**Run 1: cell outlines without signal wires**

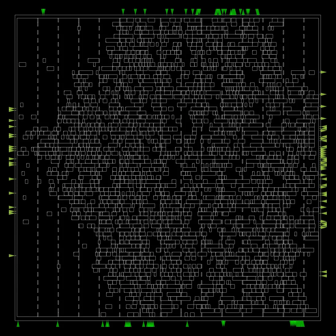
**Run 1: local utilization**

The die is cut into 21 by 21 equal tiles; black is low, pale yellow is high, 0 to 100% covered.
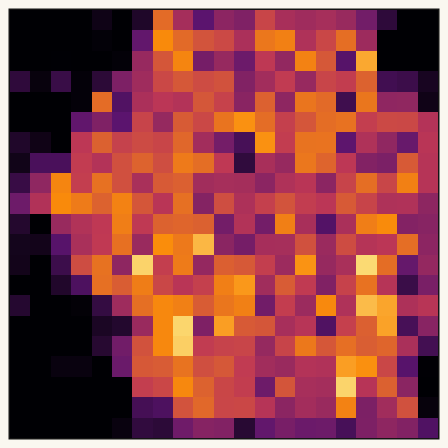
**Run 1: M3 wires**

Bar = 50 µm.
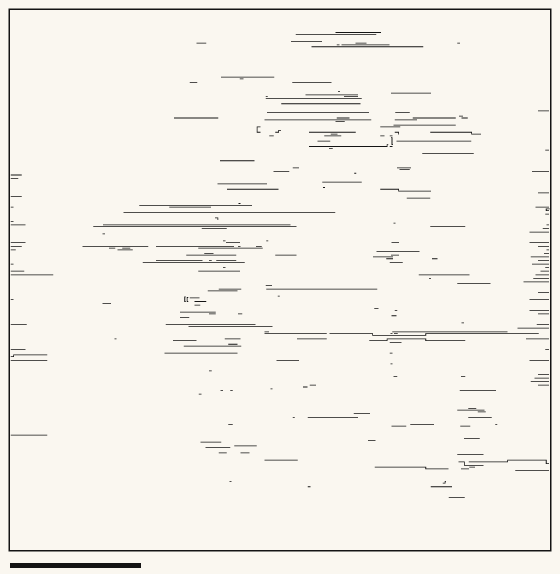
==> config.mk <==
export PLATFORM = sky130hd
export DESIGN_NAME = alu_exec
export DESIGN_NICKNAME = d
export VERILOG_FILES = /design/src/rtl/alu_exec.sv
export SDC_FILE = /design/constraint.sdc
export NUM_CORES = 1
export LEC_CHECK = 0
export CAP_MARGIN = 10
export CORE_UTILIZATION = 24
export CTS_BUF_LIST = sky130_fd_sc_hd__clkbuf_8
export DETAILED_ROUTE_END_ITERATION = 8
export PLACE_DENSITY = 0.45
export SLEW_MARGIN = 40
export SYNTH_ARGS = -nofsm -noshare
export SYNTH_HDL_FRONTEND = slang
export SYNTH_SLANG_ARGS = --single-unit
==> constraint.sdc <==
create_clock -name clk -period 2.4 [get_ports clk]
set_input_delay 0.48 -clock clk [delete_from_list [all_inputs] [get_ports clk]]
set_output_delay 0.48 -clock clk [all_outputs]
set_load 0.02 [all_outputs]
==> summary.txt, run 1 <==
fresh numbers from the pnr run: VDD IR max 0.3485 mV, Mapped Cells 1367, CTS tree done, clk sinks between 70 and 80, post-layout period usage 1.375, number of I/O pins between 100 and 150, Iter 0 DRT Violations about 1100, flop count 74, post-synthesis cell type with the largest instance count nand2_1, Die W approximately 200 µm, Root Buffer clkbuf_8, Vert. Die Dim ~210 µm, Placer Congestion ~0.96, Fin. Hold Viols 0, ClkCell Share 0.01104, CP max stage cell a221o_1, initial antenna violation count 1, logic share of the area 0.5194, worst hold-check path type in2async, Seq/Total Area, Yosys 0.1853, Critical path buffers and inverters 4, Inverters, non-clock approximately 110, Yosys Warn Count 0, Layout Skew between 8 and 9 ps, nonclk buf count between 600 and 700, Insertion Delay late pin approximately 400 ps, Log Warnings about 97, Comb area between 0.009 and 0.01 mm², relative slew slack 0.5045, Final Non-Filler Cells 2453, most common library cells after synthesis nand2_1 (175), o21ai_0 (150), a21oi_1 (115), nets between 2000 and 2500, combinational power share 0.671, MaxCap Viol Count 0, Power Clock approximately 1.1 mW, R2R setup slack -240 ps, share of cells above drive strength 1 0.4659, mux share 0.07031, WP depth 17, most used logic cell in the final layout buf_4, met2 WL post-DR 22300 µm, Synth Area in Adders 0.1304, Post-Syn Area per Cell ~7.3 µm², Routed Antenna Nets 0, port bufs 109, Tmin final between 3000 and 4000 ps, Yosys top cell by area dfrtp_1, largest class combinational gates, cells on worst reg2reg path 12, area grow syn2layout 75.58%, Syn Nets around 1500, Multi-Input Combinational between 1000 and 1500, post-route design area between 0.015 and 0.02 mm², fin worst setup slack -900.7 ps, Cell Pwr Density around 580 mW/mm², signal buffers share of area 0.2990, setup_tns -12860 ps, Fmax 303.0 MHz, Top Metal Used met4, Top delay family on crit path AND-OR/OR-AND gates, Yosys chip area around 0.01 mm², Placed Area approximately 0.015 mm², register area 0.001854 mm², Internal Pwr Total roughly 5.5 mW, crit path max fanout 3, RSZ-0062 raised after global routing true, Simple-Gate Area Share 0.1859, ys flop type dfrtp_1, gr usage total 0.2356, crit-path max cell delay roughly 400 ps, outcome complete, but fails checks, Ant. Diodes 0, Slew Viols, Final 0, Top power group combinational logic, wire per inst ~21 µm, die area 0.04249 mm², post-place setup slack -1892 ps, measured slew at the worst slew-check pin 735.5 ps, first-pass GRT wire length approximately 76000 µm, sequential cell area share 0.1056, Seq pwr share 0.225, AO/OA Area Share 0.3220, number of synthesized flops with an enable pin 0, switching pwr around 4.7 mW, # DRC 0, GRT Max-Usage Layer met2, final hold slack roughly 450 ps, Top-area cell share 0.1827, most frequent cells in the layout buf_4 (482), nand2_1 (166), o21ai_0 (107), nor2_1 (85), a21oi_1 (79), Seq. pwr around 2.3 mW, met1 WL between 20000 and 25000 µm, post-synthesis cell count from yosys around 1400, number of H-tree branching levels 3, buffers inserted by post-CTS timing repair 51, Dominant comb cell AND-OR/OR-AND gates, Worst EP required around 2700 ps, failing checks negative setup slack, # setup viols final 26, Synth area leaders dfrtp_1 (18%), ha_1 (13%), o21ai_0 (7.5%), XORs/XNORs by Area 0.02014, vias per cell 5.104, clk slew on worst S/H paths ~90 ps, Tap Cells around 530, Clock Path Buffers 2, Combinational Power slightly below 7 mW, crit path launch type primary input, Cell Type Count approximately 89, post-cts resize count roughly 360, drt pass-1 iters 5, Inst Count DP 2371, clock buf count 9, TritonCTS Buffers 9
Notes on 'cell outlines without signal wires' above:
post-layout util: 0.4291
Rows: 74

Notes on 'local utilization' above:
fullest tile: 92%
mean over tiles: 40%
nearly empty tiles: 16%
Initial Util: 0.2444
Core Area: 0.04092 mm²

Notes on 'M3 wires' above:
nets with wire on the layer: 181
longest straight run: 80.5 µm
final WL: 50400 µm
grt met3 use: 0.02554
Vias: 12519

==> run 1 -> run 2 <==
CORE_UTILIZATION = 54   (was 24)
PLACE_DENSITY = 0.83   (was 0.45)
==> run 2 against run 1 <==
  * Synthesized cell count did not move
  * The run now fails in 5_1_grt
  * Synthesized area stayed put
==> summary.txt, run 2 <==
run results: tool error [ERROR GRT-0232] Routing congestion too high. Check the congestion heatmap in the GUI., GRT Max-Usage Layer met2, number of I/O pins between 100 and 150, post-synthesis cell count from yosys between 1000 and 1500, post-synthesis cell type with the largest instance count nand2_1, Root Buffer clkbuf_8, Seq/Total Area, Yosys 0.1853, Simple-Gate Area Share 0.1859, Die W about 140 µm, gr usage total 0.8661, ys flop type dfrtp_1, Initial Util 0.5530, XORs/XNORs by Area 0.02014, grt met3 use 0.7194, Synth Area in Adders 0.1304, Mapped Cells between 1000 and 1500, Post-Syn Area per Cell between 7 and 8 µm², Placer Congestion about 1.1, AO/OA Area Share 0.3220, Final HPWL DP roughly 34000 µm, Yosys Warn Count 0, outcome stopped before the end, Cell Type Count about 89, Clock Path Buffers 2, Vert. Die Dim 138.1 µm, Synth area leaders dfrtp_1 (18%), ha_1 (13%), o21ai_0 (7.5%), port bufs ~110, post-cts resize count 499, Rows between 40 and 50, TritonCTS Buffers 9, number of H-tree branching levels 3, met1 Usage GRT 0.8521, Yosys chip area ~0.01 mm², Flops after synth around 74, buffers inserted by post-CTS timing repair between 90 and 100, post-synthesis async set-or-reset flop share 1.000, mux share 0.07031, Yosys top cell by area dfrtp_1, Syn Nets between 1500 and 2000, Dominant comb cell AND-OR/OR-AND gates, Worst EP Category register input, mapped cell area 0.01000 mm², Top-area cell share 0.1827, largest net degree at the start of global routing between 60 and 70, gr ovfl total ~320, clk sinks between 70 and 80, Placed Area 0.01462 mm², number of synthesized flops with an enable pin 0, post-place setup slack -1824 ps, Inst Count DP 2030, most common library cells after synthesis nand2_1 (175), o21ai_0 (150), a21oi_1 (115), Hold-fix buffers, CTS 0, Stopped at 5_1_grt, met2 Use GR 1.008
==> run 2 -> run 3 <==
CORE_UTILIZATION = 40   (was 54)
CTS_BUF_LIST = default   (was sky130_fd_sc_hd__clkbuf_8)
PLACE_DENSITY = default   (was 0.83)
PLACE_DENSITY_LB_ADDON = 0.15   (was default)
clock period = 3.1 ns   (was 2.4 ns; I/O delays follow)
==> run 3 against run 2 <==
  * The flow now finishes with violations (negative setup slack)
  * Synthesized cell count did not move
  * Synthesized area did not move
==> summary.txt, run 3 <==
fresh numbers from the pnr run: outcome complete, but fails checks, failing checks negative setup slack, most used logic cell in the final layout buf_4, Routed Antenna Nets 0, Synth Area in Adders 0.1304, die area between 0.02 and 0.03 mm², CTS tree done, AO/OA Area Share 0.3220, gr ovfl total 0, GRT Max-Usage Layer met2, wire per inst approximately 21 µm, drt pass-1 iters 8, ClkCell Share 0.01900, Root Buffer clkbuf_16, Clock Path Buffers 2, post-cts resize count ~400, Dominant comb cell AND-OR/OR-AND gates, Fin. Hold Viols 0, Mapped Cells about 1400, Initial Util 0.4100, Multi-Input Combinational 1086, Simple-Gate Area Share 0.1859, Critical path buffers and inverters 4, Inverters, non-clock between 100 and 150, Syn Nets ~1500, # setup viols final 13, Power Clock 1.13 mW, largest net degree at the start of global routing between 60 and 70, clk sinks 74, met2 WL post-DR between 20000 and 25000 µm, Tmin final approximately 3400 ps, TritonCTS Buffers 9, # DRC 0, Final Non-Filler Cells between 2000 and 2500, switching pwr 3.454 mW, Post-Syn Area per Cell about 7.3 µm², met1 Usage GRT 0.4773, crit path launch type primary input, cells on worst reg2reg path 8, measured slew at the worst slew-check pin ~740 ps, Layout Skew 6.999 ps, Ant. Diodes 1, final hold slack 479.4 ps, largest class combinational gates, crit-path max cell delay about 580 ps, WP depth 15, post-layout util 0.6886, fin worst setup slack -266.0 ps, Cell Pwr Density around 460 mW/mm², setup_tns -1130 ps, Top-area cell share 0.1827, Hold-fix buffers, CTS 0, signal buffers share of area 0.2920, CP max stage cell or4_4, Final HPWL DP 34880 µm, vias per cell 5.778, Top power group combinational logic, Fmax around 300 MHz, number of synthesized flops with an enable pin 0, Cell Type Count around 89, Synth area leaders dfrtp_1 (18%), ha_1 (13%), o21ai_0 (7.5%), post-route design area 0.01679 mm², Worst EP required roughly 3400 ps, nonclk buf count ~600, gr usage total 0.3447, Seq/Total Area, Yosys 0.1853, most common library cells after synthesis nand2_1 (175), o21ai_0 (150), a21oi_1 (115), nets roughly 2100, Yosys Warn Count 0, R2R setup slack 360 ps, share of cells above drive strength 1 0.4467, Top Metal Used met4, Iter 0 DRT Violations between 1000 and 1500, Flops after synth 74, Internal Pwr Total about 4.4 mW, most frequent cells in the layout buf_4 (438), nand2_1 (169), o21ai_0 (120), nor2_1 (90), a21oi_1 (85), met2 Use GR 0.5348, VDD IR max between 0.4 and 0.5 mV, Top delay family on crit path AND-OR/OR-AND gates, Yosys chip area around 0.01 mm², post-place setup slack -1480 ps, Crit path arrival time between 3000 and 4000 ps, first-pass GRT wire length a little under 70000 µm, register area 0.001854 mm², grt met3 use 0.05117, Placer Congestion ~1.0, post-layout period usage 1.086, clk slew on worst S/H paths roughly 60 ps, relative slew slack 0.5083, post-synthesis async set-or-reset flop share 1.000, Seq pwr share 0.234, post-synthesis cell count from yosys between 1000 and 1500, clock buf count 9, Combinational Power around 4.9 mW, Vert. Die Dim approximately 160 µm, ys flop type dfrtp_1, mux share 0.07031, combinational power share 0.622, logic share of the area 0.5277, met1 WL just under 20000 µm, crit path max fanout 4, Die W ~160 µm, Log Warnings 97, Inst Count DP roughly 2100, XORs/XNORs by Area 0.02014, Yosys top cell by area dfrtp_1, mapped cell area roughly 0.01 mm², area grow syn2layout 67.93%, initial antenna violation count 1, RSZ-0062 raised after global routing true, buffers inserted by post-CTS timing repair about 55
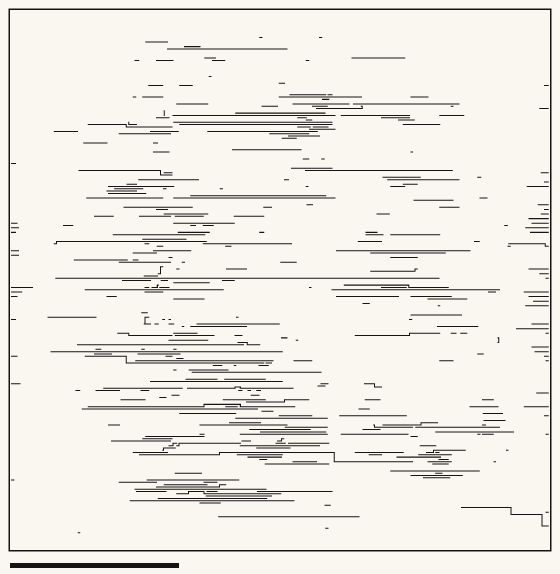
**Above:** run 3 (M3 wires).
Bar = 50 µm.
nets with wire on the layer: 257
longest straight run: 114 µm
share of all routed wire: 8.2%
wire length on this layer: 3720 µm
Vias: 12770
final WL: 45480 µm

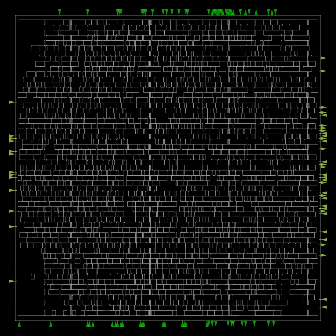
**Above:** run 3 (cell outlines without signal wires).
Tap Cells: 324
Rows: 57
sequential cell area share: 0.1104
flop count: 74

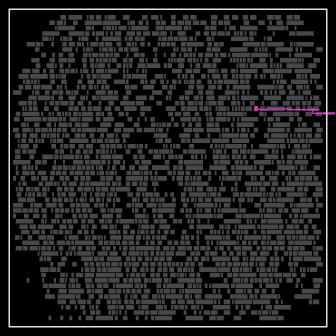
**Above:** run 3 (I/O nets highlighted).
legend:
  magenta:
    port: AL_sel
    bits: 1
    direction: input
    edge: right
    end_cells: 1
    wire: 42.8 µm
port bufs: 109
number of I/O pins: 111

No activity file was given, so power comes from the tool's default toggle rates.
